**Metal 1**

Bar = 100 um. Cells faint in the background.
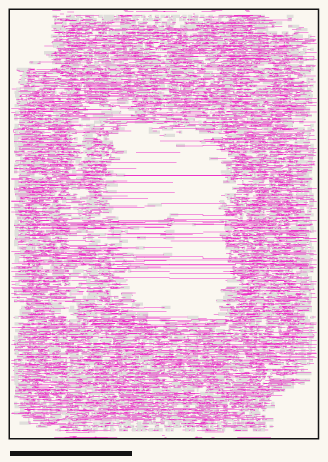
**Signal wires on met2**

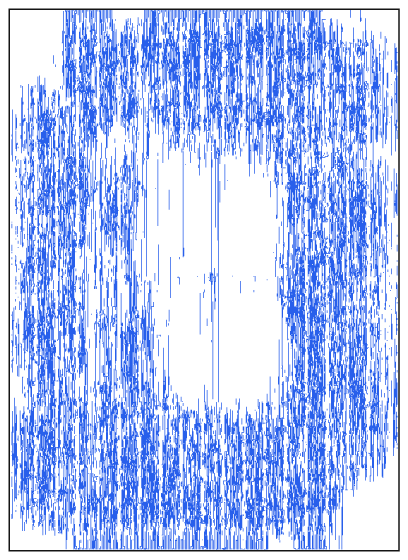
$ cat config.mk
export PLATFORM = sky130hd
export DESIGN_NAME = blowfish_mode_ctrl_flat
export DESIGN_NICKNAME = d
export VERILOG_FILES = /design/src/rtl/blowfish_mode_ctrl_if.sv /design/src/rtl/blowfish_mode_ctrl.sv /design/src/flat_wrapper.sv
export SDC_FILE = /design/constraint.sdc
export NUM_CORES = 2
export LEC_CHECK = 0
export CAP_MARGIN = 20
export CORE_ASPECT_RATIO = 1.4
export CORE_MARGIN = 3
export CORE_UTILIZATION = 45
export DETAILED_ROUTE_END_ITERATION = 8
export PLACE_DENSITY = 0.78
export SYNTH_ARGS = -nofsm -noshare
export SYNTH_HDL_FRONTEND = slang
export SYNTH_SLANG_ARGS = --single-unit
$ cat constraint.sdc
create_clock -name Clk -period 2.7 [get_ports Clk]
set_input_delay 0.405 -clock Clk [delete_from_list [all_inputs] [get_ports Clk]]
set_output_delay 0.405 -clock Clk [all_outputs]
set_load 0.1 [all_outputs]
$ cat src/rtl/blowfish_mode_ctrl_if.sv
// Streaming and core-side signal bundle for the Blowfish mode-of-operation controller.
// The master side is the user/core environment; the slave side is the controller.
interface blowfish_mode_ctrl_if #(
  parameter int unsigned BLOCK_W = 128
);
  logic [1:0]         mode;
  logic               encrypt;
  logic [BLOCK_W-1:0] iv;
  logic               iv_load;
  logic               in_valid;
  logic               in_ready;
  logic [BLOCK_W-1:0] in_data;
  logic               in_last;
  logic               out_valid;
  logic               out_ready;
  logic [BLOCK_W-1:0] out_data;
  logic               out_last;
  logic               out_err;
  logic               core_Enable;
  logic               core_Encrypt;
  logic [BLOCK_W-1:0] core_plainText;
  logic [BLOCK_W-1:0] core_cipherText;
  logic               core_cipherReady;

  modport master (
    output mode, encrypt, iv, iv_load, in_valid, in_data, in_last, out_ready,
           core_cipherText, core_cipherReady,
    input  in_ready, out_valid, out_data, out_last, out_err,
           core_Enable, core_Encrypt, core_plainText
  );

  modport slave (
    input  mode, encrypt, iv, iv_load, in_valid, in_data, in_last, out_ready,
           core_cipherText, core_cipherReady,
    output in_ready, out_valid, out_data, out_last, out_err,
           core_Enable, core_Encrypt, core_plainText
  );
endinterface

$ cat src/rtl/blowfish_mode_ctrl.sv
// ECB/CBC/CTR chaining controller in front of a Blowfish core, with IV register,
// valid/ready streaming, per-message chain restart and a core-hang timeout.
module blowfish_mode_ctrl #(
  parameter int unsigned BLOCK_W = 128,
  parameter int unsigned CTR_W   = 32,
  parameter int unsigned TIMEOUT = 1024
) (
  input logic                 Clk,
  input logic                 RstN,
  blowfish_mode_ctrl_if.slave bus
);
  localparam int unsigned TcntW = $clog2(TIMEOUT + 1);
  localparam logic [1:0] ModeCbc = 2'b01;
  localparam logic [1:0] ModeCtr = 2'b10;
  localparam logic [1:0] ModeRsv = 2'b11;
  localparam logic [CTR_W-1:0] CtrOne = CTR_W'(1);
  localparam logic [TcntW-1:0] TcntLast = TcntW'(TIMEOUT - 1);

  typedef enum logic [1:0] {StIdle, StRun, StOut} state_e;

  state_e             state_q, state_d;
  logic [BLOCK_W-1:0] blk_q, blk_d;
  logic [BLOCK_W-1:0] chain_q, chain_d;
  logic [BLOCK_W-1:0] iv_q, iv_d;
  logic [BLOCK_W-1:0] core_in_q, core_in_d;
  logic [BLOCK_W-1:0] out_data_q, out_data_d;
  logic [1:0]         mode_q, mode_d;
  logic               enc_q, enc_d;
  logic               last_q, last_d;
  logic               err_q, err_d;
  logic               core_enc_q, core_enc_d;
  logic               done_q, done_d;
  logic               in_ready_q;
  logic [TcntW-1:0]   tcnt_q, tcnt_d;
  logic [BLOCK_W-1:0] ctr_next;
  logic               accept;

  always_comb begin
    accept   = bus.in_valid & in_ready_q;
    ctr_next = chain_q;
    ctr_next[CTR_W-1:0] = chain_q[CTR_W-1:0] + CtrOne;

    state_d    = state_q;
    blk_d      = blk_q;
    chain_d    = chain_q;
    iv_d       = iv_q;
    core_in_d  = core_in_q;
    out_data_d = out_data_q;
    mode_d     = mode_q;
    enc_d      = enc_q;
    last_d     = last_q;
    err_d      = err_q;
    core_enc_d = core_enc_q;
    done_d     = done_q;
    tcnt_d     = tcnt_q;

    unique case (state_q)
      StIdle: begin
        // Load wins for chain; an accepted block on this edge still reads chain_q.
        if (bus.iv_load) begin
          iv_d    = bus.iv;
          chain_d = bus.iv;
        end
        if (accept) begin
          blk_d      = bus.in_data;
          mode_d     = bus.mode;
          enc_d      = bus.encrypt;
          last_d     = bus.in_last;
          core_enc_d = (bus.mode == ModeCtr) | bus.encrypt;
          tcnt_d     = '0;
          done_d     = 1'b0;
          err_d      = 1'b0;
          unique case (bus.mode)
            ModeCbc: core_in_d = bus.encrypt ? (bus.in_data ^ chain_q) : bus.in_data;
            ModeCtr: core_in_d = chain_q;
            default: core_in_d = bus.in_data;
          endcase
          if (bus.mode == ModeRsv) begin
            state_d    = StOut;
            err_d      = 1'b1;
            out_data_d = '0;
          end else begin
            state_d = StRun;
          end
        end
      end
      StRun: begin
        tcnt_d = tcnt_q + TcntW'(1);
        // Result is captured on the ready edge; Enable drops one edge later.
        if (done_q) begin
          state_d = StOut;
        end else if (bus.core_cipherReady) begin
          done_d = 1'b1;
          unique case (mode_q)
            ModeCbc: begin
              out_data_d = enc_q ? bus.core_cipherText : (bus.core_cipherText ^ chain_q);
              chain_d    = enc_q ? bus.core_cipherText : blk_q;
            end
            ModeCtr: begin
              out_data_d = bus.core_cipherText ^ blk_q;
              chain_d    = ctr_next;
            end
            default: out_data_d = bus.core_cipherText;
          endcase
        end else if (tcnt_q == TcntLast) begin
          state_d    = StOut;
          err_d      = 1'b1;
          out_data_d = '0;
        end
      end
      StOut: begin
        if (bus.out_ready) begin
          state_d = StIdle;
          if (last_q) chain_d = iv_q;
        end
      end
      default: state_d = StIdle;
    endcase
  end

  always_ff @(posedge Clk or negedge RstN) begin
    if (!RstN) begin
      state_q    <= StIdle;
      blk_q      <= '0;
      chain_q    <= '0;
      iv_q       <= '0;
      core_in_q  <= '0;
      out_data_q <= '0;
      mode_q     <= '0;
      enc_q      <= 1'b0;
      last_q     <= 1'b0;
      err_q      <= 1'b0;
      core_enc_q <= 1'b0;
      done_q     <= 1'b0;
      tcnt_q     <= '0;
      in_ready_q <= 1'b0;
    end else begin
      state_q    <= state_d;
      blk_q      <= blk_d;
      chain_q    <= chain_d;
      iv_q       <= iv_d;
      core_in_q  <= core_in_d;
      out_data_q <= out_data_d;
      mode_q     <= mode_d;
      enc_q      <= enc_d;
      last_q     <= last_d;
      err_q      <= err_d;
      core_enc_q <= core_enc_d;
      done_q     <= done_d;
      tcnt_q     <= tcnt_d;
      in_ready_q <= (state_d == StIdle);
    end
  end

  assign bus.in_ready       = in_ready_q;
  assign bus.out_valid      = (state_q == StOut);
  assign bus.out_data       = out_data_q;
  assign bus.out_last       = last_q;
  assign bus.out_err        = err_q;
  assign bus.core_Enable    = (state_q == StRun);
  assign bus.core_Encrypt   = core_enc_q;
  assign bus.core_plainText = core_in_q;
endmodule

$ cat src/flat_wrapper.sv
// flat-port wrapper written by rule: the top's interface ports become plain ports
module blowfish_mode_ctrl_flat 
#(
  parameter int unsigned BLOCK_W = 128,
  parameter int unsigned CTR_W   = 32,
  parameter int unsigned TIMEOUT = 1024
)
  (Clk, RstN, bus_mode, bus_encrypt, bus_iv, bus_iv_load, bus_in_valid, bus_in_data, bus_in_last, bus_out_ready, bus_core_cipherText, bus_core_cipherReady, bus_in_ready, bus_out_valid, bus_out_data, bus_out_last, bus_out_err, bus_core_Enable, bus_core_Encrypt, bus_core_plainText);
  blowfish_mode_ctrl_if #(.BLOCK_W(BLOCK_W)) bus_i ();
  input logic Clk;
  input logic RstN;
  input wire logic [$bits(bus_i.mode)-1:0] bus_mode;
  input wire logic [$bits(bus_i.encrypt)-1:0] bus_encrypt;
  input wire logic [$bits(bus_i.iv)-1:0] bus_iv;
  input wire logic [$bits(bus_i.iv_load)-1:0] bus_iv_load;
  input wire logic [$bits(bus_i.in_valid)-1:0] bus_in_valid;
  input wire logic [$bits(bus_i.in_data)-1:0] bus_in_data;
  input wire logic [$bits(bus_i.in_last)-1:0] bus_in_last;
  input wire logic [$bits(bus_i.out_ready)-1:0] bus_out_ready;
  input wire logic [$bits(bus_i.core_cipherText)-1:0] bus_core_cipherText;
  input wire logic [$bits(bus_i.core_cipherReady)-1:0] bus_core_cipherReady;
  output wire logic [$bits(bus_i.in_ready)-1:0] bus_in_ready;
  output wire logic [$bits(bus_i.out_valid)-1:0] bus_out_valid;
  output wire logic [$bits(bus_i.out_data)-1:0] bus_out_data;
  output wire logic [$bits(bus_i.out_last)-1:0] bus_out_last;
  output wire logic [$bits(bus_i.out_err)-1:0] bus_out_err;
  output wire logic [$bits(bus_i.core_Enable)-1:0] bus_core_Enable;
  output wire logic [$bits(bus_i.core_Encrypt)-1:0] bus_core_Encrypt;
  output wire logic [$bits(bus_i.core_plainText)-1:0] bus_core_plainText;
  assign bus_i.mode = bus_mode;
  assign bus_i.encrypt = bus_encrypt;
  assign bus_i.iv = bus_iv;
  assign bus_i.iv_load = bus_iv_load;
  assign bus_i.in_valid = bus_in_valid;
  assign bus_i.in_data = bus_in_data;
  assign bus_i.in_last = bus_in_last;
  assign bus_i.out_ready = bus_out_ready;
  assign bus_i.core_cipherText = bus_core_cipherText;
  assign bus_i.core_cipherReady = bus_core_cipherReady;
  assign bus_in_ready = bus_i.in_ready;
  assign bus_out_valid = bus_i.out_valid;
  assign bus_out_data = bus_i.out_data;
  assign bus_out_last = bus_i.out_last;
  assign bus_out_err = bus_i.out_err;
  assign bus_core_Enable = bus_i.core_Enable;
  assign bus_core_Encrypt = bus_i.core_Encrypt;
  assign bus_core_plainText = bus_i.core_plainText;
  blowfish_mode_ctrl #(.BLOCK_W(BLOCK_W), .CTR_W(CTR_W), .TIMEOUT(TIMEOUT)) u_core (.Clk(Clk), .RstN(RstN), .bus(bus_i));
endmodule
==> results.cfg <==
; implementation run metrics
[logic_synthesis]
synth_top_area_share_pct = 43.0
ys_chip_area_um2 = 38500
fp_nets = 5078
simple_gate_share_pct = 20.7
edf_count = 0
mux_share_pct = 7.08

[grt]
grt_remaining_overflow = 0

[run_status]
status = finished, final reports clean

[power]
peakVddDrop_mv = 1.55

[clock_tree]
clk_pin_slew_ns = 0.06
tritoncts = yes
clock_latency_ns = 0.63

[cells_and_area]
layout.nets = 5534
lay_top_cells = nand2_1 (1271), dfrtp_1 (660), o21ai_0 (643)
layout_top_cell = nand2_1

[die]
fp.dieW_um = 253

[placed_design]
dpl.hpwl_um = 96700

[critical_path]
crit_slowest_cell = dfrtp_1
cp_top_family = buffers and inverters

[timing]
finalMaxSlewViolations = 0
Back to the opening pictures, 'metal 1':
- wire length on this layer: 54.4 mm
- share of all routed wire: 37%
- nets with wire on the layer: 4935

Back to the opening pictures, 'signal wires on met2':
- wire length on this layer: 68.3 mm
- share of all routed wire: 46%

how the worst min path moves through the flow:
stage                            from                                        end  slack [ns]  cells past startpoint
after CTS                 bus_encrypt                   u_core.enc_q$_DFFE_PN0P_        0.12                      3
after floorplan                  RstN                u_core.blk_q[0]$_DFFE_PN0P_        0.11                      0
after global placement           RstN  u_core.bus.core_plainText[33]$_DFFE_PN0P_        0.44                      1
after detailed placement         RstN  u_core.bus.core_plainText[33]$_DFFE_PN0P_        0.44                      1
after global routing      bus_encrypt                   u_core.enc_q$_DFFE_PN0P_        0.16                      3
final                     bus_encrypt                   u_core.enc_q$_DFFE_PN0P_        0.19                      3
metal layers:
metal | share of wire [%] | up-vias
met5 | 0.038 | -
met4 | 7.0 | 8
met3 | 9.6 | 549
met2 | 46 | 2341
met1 | 37 | 18493
li1 | - | 17330
per-stage QoR:
step | power, mW | utilization, % | cells | area (um2) | hold WS [ns]
after floorplan | 44.5 | - | 4673 | 38500 | 0.109
after global placement | 55.0 | 54.6 | 6142 | 46100 | 0.436
after global routing | 70.0 | 57.6 | 6296 | 48600 | 0.164
after detailed placement | 56.0 | 54.6 | 6142 | 46100 | 0.438
after CTS | 66.3 | 57.5 | 6268 | 48600 | 0.121
final | 66.6 | 57.6 | 6300 | 48600 | 0.191
power by group:
group	total [mW]	internal [mW]	switching, mW	leakage [nW]
clock network	10.2	5.81	4.35	1.18
logic	37.7	11.1	26.6	11.0
registers	18.7	14.4	4.36	8.34
final cells by class:
cell class                      count  area (um2)
Fill cell                        7397       35900
Sequential cell                   661       16500
Antenna cell                       32        80.1
Clock buffer                      105        2140
Multi-Input combinational cell   3453       19900
Tap cell                         1088        1360
Inverter                          137         522
Timing Repair Buffer              805        7880
Clock inverter                     19         230
Power and IR drop assume default switching activity.
